===== config.mk =====
export PLATFORM = sky130hd
export DESIGN_NAME = text_cell_reader
export DESIGN_NICKNAME = d
export VERILOG_FILES = /design/src/rtl/text_cell_reader.sv
export SDC_FILE = /design/constraint.sdc
export NUM_CORES = 1
export LEC_CHECK = 0
export CAP_MARGIN = 20
export CORE_MARGIN = 2
export CORE_UTILIZATION = 55
export CTS_CLUSTER_SIZE = 40
export DETAILED_ROUTE_END_ITERATION = 8
export PLACE_DENSITY = 0.8
export SYNTH_ARGS = -nofsm -noshare
export SYNTH_HDL_FRONTEND = slang
export SYNTH_SLANG_ARGS = --single-unit

===== constraint.sdc =====
create_clock -name clk50 -period 4.4 [get_ports clk50]
set_input_delay 1.1 -clock clk50 [delete_from_list [all_inputs] [get_ports clk50]]
set_output_delay 1.1 -clock clk50 [all_outputs]
set_load 0.02 [all_outputs]

===== src/rtl/text_cell_reader.sv =====
// text_cell_reader: raster scan-out of the text cell memory.
// Follows sof/sol strobes to track the glyph position, reads the cell RAM and
// font ROM through registered addresses, and emits one palette index per
// requested pixel with blink/inverse attributes applied.
// Optional cursor overlay: define XRC_TEXT_CURSOR_EN.
//
// Handshake: pix_en is a one-cycle request with no back-pressure. Every cycle
// with pix_en=1 launches exactly one token. That token appears as exactly one
// cycle of pix_valid=1 three cycles later, together with pix_color/pix_fg.
// pix_valid has no ready. Tokens still in flight are dropped by reset.
`timescale 1ns/1ps

module text_cell_reader #(
    parameter int COLS   = 120,
    parameter int ROWS   = 61,
    parameter int CHAR_H = 16
) (
    input  logic        clk50,
    input  logic        reset,
    input  logic        sof,
    input  logic        sol,
    input  logic        pix_en,
    output logic [12:0] RAddr,
    input  logic [17:0] RData,
    output logic [11:0] FAddr,
    input  logic [7:0]  FData,
    input  logic [12:0] cur_addr,
    input  logic        cur_on,
    output logic        pix_valid,
    output logic [3:0]  pix_color,
    output logic        pix_fg
);

    localparam logic [12:0] COLS13  = 13'(COLS);
    localparam logic [12:0] ROWS13  = 13'(ROWS);
    localparam logic [3:0]  GY_LAST = 4'(CHAR_H - 1);

    // raster position registers
    logic [2:0]  px_q;
    logic [12:0] col_q;
    logic [3:0]  gy_q;
    logic [12:0] row_q;
    logic [12:0] rb_q;
    logic [5:0]  frame_q;
    logic        first_q;   // still in the line started by sof

    // position after this cycle's strobes (what a coinciding pixel uses)
    logic [2:0]  eff_px;
    logic [12:0] eff_col;
    logic [3:0]  eff_gy;
    logic [12:0] eff_row;
    logic [12:0] eff_rb;
    logic [5:0]  eff_frame;
    logic        eff_first;
    logic [2:0]  nxt_px;
    logic [12:0] nxt_col;

    logic [12:0] s0_addr;
    logic        s0_inr;
    logic        s0_cur;

    // S1 token
    logic        s1_valid;
    logic [2:0]  s1_px;
    logic [3:0]  s1_gy;
    logic        s1_inr;
    logic        s1_cur;
    logic [1:0]  s1_blink;

    // S2 token
    logic        s2_valid;
    logic [2:0]  s2_px;
    logic        s2_inr;
    logic        s2_cur;
    logic [1:0]  s2_blink;
    logic [1:0]  s2_bl;
    logic [3:0]  s2_bg;
    logic [3:0]  s2_fg;

    logic        s2_glyph;
    logic        s2_fg_bit;
    logic [3:0]  s2_color;

    // Apply sof/sol to the position, then advance by one pixel if requested.
    always_comb begin
        eff_px    = px_q;
        eff_col   = col_q;
        eff_gy    = gy_q;
        eff_row   = row_q;
        eff_rb    = rb_q;
        eff_frame = frame_q;
        eff_first = first_q;
        if (sof) begin
            eff_px    = 3'd0;
            eff_col   = 13'd0;
            eff_gy    = 4'd0;
            eff_row   = 13'd0;
            eff_rb    = 13'd0;
            eff_frame = frame_q + 6'd1;
            eff_first = 1'b1;
        end else if (sol) begin
            eff_px  = 3'd0;
            eff_col = 13'd0;
            if (first_q) begin
                // sof already put us on line 0; this sol only opens it
                eff_first = 1'b0;
            end else if (gy_q == GY_LAST) begin
                eff_gy = 4'd0;
                if (row_q < ROWS13) begin
                    eff_row = row_q + 13'd1;
                    eff_rb  = rb_q + COLS13;
                end
            end else begin
                eff_gy = gy_q + 4'd1;
            end
        end

        nxt_px  = eff_px;
        nxt_col = eff_col;
        if (pix_en) begin
            nxt_px = eff_px + 3'd1;
            if (eff_px == 3'd7 && eff_col != COLS13) begin
                nxt_col = eff_col + 13'd1;
            end
        end
    end

    assign s0_addr = eff_rb + eff_col;
    assign s0_inr  = (eff_col < COLS13) && (eff_row < ROWS13);

`ifdef XRC_TEXT_CURSOR_EN
    localparam logic [3:0] GY_CUR = 4'(CHAR_H - 2);
    assign s0_cur = cur_on && (s0_addr == cur_addr) && (eff_gy >= GY_CUR) && eff_frame[4];
`else
    logic unused_cursor;
    assign s0_cur        = 1'b0;
    assign unused_cursor = &{1'b0, cur_addr, cur_on};
`endif

    // Position state register.
    always_ff @(posedge clk50 or posedge reset) begin
        if (reset) begin
            px_q    <= 3'd0;
            col_q   <= 13'd0;
            gy_q    <= 4'd0;
            row_q   <= 13'd0;
            rb_q    <= 13'd0;
            frame_q <= 6'd0;
            first_q <= 1'b0;
        end else begin
            px_q    <= nxt_px;
            col_q   <= nxt_col;
            gy_q    <= eff_gy;
            row_q   <= eff_row;
            rb_q    <= eff_rb;
            frame_q <= eff_frame;
            first_q <= eff_first;
        end
    end

    // S0: launch a token and register the cell RAM address.
    always_ff @(posedge clk50 or posedge reset) begin
        if (reset) begin
            RAddr    <= 13'd0;
            s1_valid <= 1'b0;
            s1_px    <= 3'd0;
            s1_gy    <= 4'd0;
            s1_inr   <= 1'b0;
            s1_cur   <= 1'b0;
            s1_blink <= 2'd0;
        end else begin
            s1_valid <= pix_en;
            if (pix_en) begin
                RAddr    <= s0_addr;
                s1_px    <= eff_px;
                s1_gy    <= eff_gy;
                s1_inr   <= s0_inr;
                s1_cur   <= s0_cur;
                s1_blink <= eff_frame[5:4];
            end
        end
    end

    // S1: capture the cell word and register the font ROM address.
    always_ff @(posedge clk50 or posedge reset) begin
        if (reset) begin
            FAddr    <= 12'd0;
            s2_valid <= 1'b0;
            s2_px    <= 3'd0;
            s2_inr   <= 1'b0;
            s2_cur   <= 1'b0;
            s2_blink <= 2'd0;
            s2_bl    <= 2'd0;
            s2_bg    <= 4'd0;
            s2_fg    <= 4'd0;
        end else begin
            s2_valid <= s1_valid;
            if (s1_valid) begin
                FAddr    <= {RData[7:0], s1_gy};
                s2_bl    <= RData[17:16];
                s2_bg    <= RData[15:12];
                s2_fg    <= RData[11:8];
                s2_px    <= s1_px;
                s2_inr   <= s1_inr;
                s2_cur   <= s1_cur;
                s2_blink <= s1_blink;
            end
        end
    end

    // S2: pick the glyph bit and apply blink/inverse/cursor/range.
    always_comb begin
        s2_glyph  = FData[3'd7 - s2_px];
        s2_fg_bit = s2_glyph;
        s2_color  = 4'd0;
        case (s2_bl)
            2'b01:   s2_fg_bit = s2_glyph & ~s2_blink[1];
            2'b10:   s2_fg_bit = s2_glyph & ~s2_blink[0];
            2'b11:   s2_fg_bit = ~s2_glyph;
            default: s2_fg_bit = s2_glyph;
        endcase
        if (s2_cur) begin
            s2_fg_bit = 1'b1;
        end
        if (!s2_inr) begin
            s2_fg_bit = 1'b0;
        end else begin
            s2_color = s2_fg_bit ? s2_fg : s2_bg;
        end
    end

    // Output register; color/fg are zero whenever no pixel is valid.
    always_ff @(posedge clk50 or posedge reset) begin
        if (reset) begin
            pix_valid <= 1'b0;
            pix_color <= 4'd0;
            pix_fg    <= 1'b0;
        end else begin
            pix_valid <= s2_valid;
            pix_color <= s2_valid ? s2_color : 4'd0;
            pix_fg    <= s2_valid & s2_fg_bit;
        end
    end

endmodule


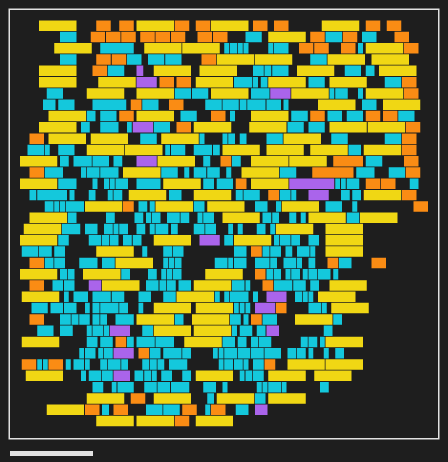
class_map.png
Bar = 20 um.
[orange] remaining buffers and delay cells | cells: 77
[yellow] registers | cells: 112
[purple] clock drivers and dummy loads | cells: 16
[cyan] remaining logic cells | cells: 350
design area: 0.00649 sq mm
Core Util, Final: 0.674

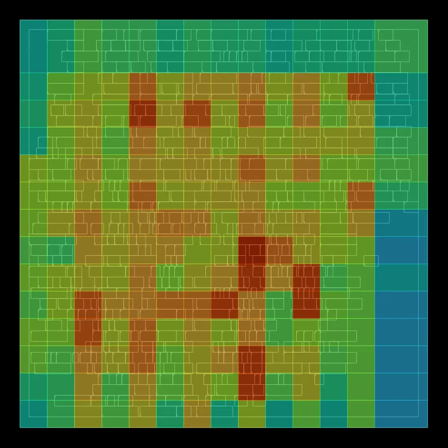
congestion_map.png
GR peak layer: met2
GRT Total Usage: 0.209
M2 GR Usage: 0.356
met1 Usage GRT: 0.269
met3 Usage GRT: 0.0441

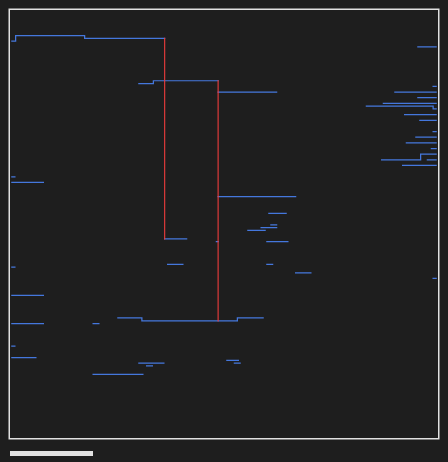
layers.png
Bar = 20 um. Only two layers are drawn.
[blue] M3 | wire length: 316 um
[red] M4 | wire length: 106 um
drt total wl: 10300 um
drt wl/cell: 14.9 um

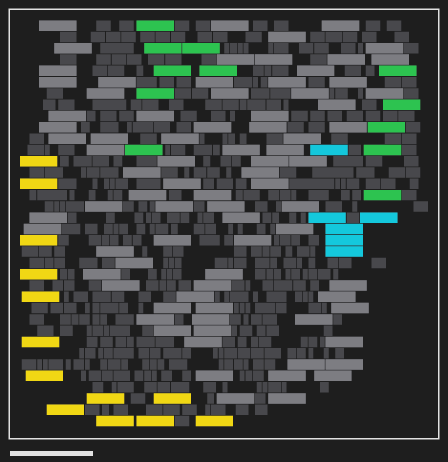
ff_map.png
Bar = 20 um. Other sequential cells in the stronger grey, the rest of the logic in the fainter grey.
[yellow] `RAddr` | flops: 13
[green] `FAddr` | flops: 12
[cyan] `frame_q` | flops: 6 | where: middle right
not coloured: 81

==> Changelog: implementation <==
### Metrics

- Dominant kind of combinational cell: simple AND/OR/NAND/NOR gates
- Slowest stage delay, CP: 500 ps
- Period minus WS final: 4070 ps
- Fmax: 246 MHz
- Crit-path cells: clkdlybuf4s50_1, nand3b_2, buf_4, nor3_1, nand3_1, nor4_1, xnor2_1, nor2_1, ha_1, a21oi_1, o211ai_1, a31o_2, a21oi_1, xnor2_1, mux2_2
- Clock Path Buffers: 2
- Diode count: 0
- Comb/total area: 0.385
- Yosys xor share: 0.0633
- Insertion delay to the later sink of the worst-skew pair: 370 ps
- Clock tree sinks: 112
- I/O pin total: 76
- Cell Area, Placed: 0.00626 sq mm
- OpenROAD warning count: 43
- Status: finished, final reports clean
- Area grow syn2layout: 20.3%
- Startpoint Class: input port
- Reg2reg setup slack: 940 ps
- Setup Viol. Count Final: 0
- # port buffers: 61
- Number of enable flip-flop cells: 0
- Post-CTS setup buffers: 0
- Critical path class: input port to register
- Hold Crit Depth: 0
- Reg clk slew, reported paths: 110 ps
- Flop count: 112
- Switching power: 0.543 mW
- Setup_tns: 0 ps
- Crit-path max FO: 5
- Max-slew violation count: 0
- Placed instance count: 671
- Metal-1 WL: 4580 um
## state kept, by name, indices dropped and copies added, names as in the netlist
| name | flops |
|---|---|
| s1_valid | 1 |
| s2_bg | 4 |
| gy_q | 4 |
| row_q | 13 |
| s1_inr | 1 |
| s1_gy | 4 |
| FAddr | 12 |
| RAddr | 13 |
| s2_bl | 2 |
| px_q | 3 |
| pix_color | 4 |
| s2_px | 3 |
| rb_q | 13 |
| s2_fg | 4 |
| first_q | 1 |
| s1_blink | 2 |
| pix_valid | 1 |
| col_q | 13 |
| s1_px | 3 |
| frame_q | 6 |
| pix_fg | 1 |
| s2_inr | 1 |
| s2_blink | 2 |
| s2_valid | 1 |
## synth_stat cells, types with 3 or more instances
library cell | count | area, sq um
and3_1 | 7 | 43.8
ha_1 | 23 | 288
o41ai_1 | 3 | 26.3
nand4_1 | 9 | 56.3
nor3_1 | 5 | 25.0
mux2_2 | 45 | 507
nor2_1 | 45 | 169
mux2i_1 | 7 | 70.1
xnor2_1 | 24 | 210
a211oi_1 | 4 | 30.0
o21a_1 | 5 | 37.5
nand2_1 | 33 | 124
nand3b_1 | 3 | 22.5
dfrtp_1 | 112 | 2800
nor2b_1 | 11 | 68.8
o21ai_0 | 12 | 60.1
and2_1 | 13 | 81.3
o31ai_1 | 4 | 30.0
inv_1 | 12 | 45.0
or3_1 | 5 | 31.3
a21o_1 | 4 | 30.0
xor2_1 | 15 | 131
nand3_1 | 7 | 35.0
clkbuf_1 | 10 | 37.5
a21oi_1 | 17 | 85.1
nor4_1 | 3 | 18.8
## per-stage QoR
| step | power, mW | setup WS [ps] | utilization |
|---|---|---|---|
| after global routing | 2.18 | 95.7 | 0.674 |
| final | 2.08 | 333 | 0.674 |
| after floorplan | 1.34 | 341 | - |
| after detailed placement | 1.45 | -15.2 | 0.649 |
| after global placement | 1.43 | 24.2 | 0.649 |
| after CTS | 2.10 | 363 | 0.671 |
## power groups by stage
| stage | sequential [mW] | clock (mW) | combinational, mW |
|---|---|---|---|
| 6_report | 1.16 | 0.654 | 0.270 |
| 5_1_grt | 1.17 | 0.710 | 0.298 |
| 4_1_cts | 1.17 | 0.670 | 0.269 |
| 3_5_place_dp | 1.18 | 0 | 0.266 |
| 3_3_place_gp | 1.18 | 0 | 0.254 |
| 2_1_floorplan | 1.19 | 0 | 0.147 |
## cell usage in the layout (no fill, tap or decap), types with 7 or more instances in the layout
| cell | count |
|---|---|
| dfrtp_1 | 112 |
| clkbuf_8 | 10 |
| inv_1 | 11 |
| xnor2_1 | 24 |
| a21oi_1 | 17 |
| nor2b_1 | 11 |
| mux2_2 | 45 |
| ha_1 | 23 |
| xor2_1 | 15 |
| and2_1 | 13 |
| nand2_1 | 33 |
| mux2i_1 | 7 |
| clkdlybuf4s50_1 | 61 |
| and3_1 | 7 |
| nor2_1 | 45 |
| o21ai_0 | 12 |
| nand4_1 | 9 |
| nand3_1 | 7 |
| buf_4 | 14 |
## per-layer routing
metal	vias to the layer above	global-route usage
met4	0	0.0628
met2	59	0.356
met1	1864	0.269
met5	-	0
li1	1818	-
met3	7	0.0441
No activity file was given, so power comes from the tool's default toggle rates.
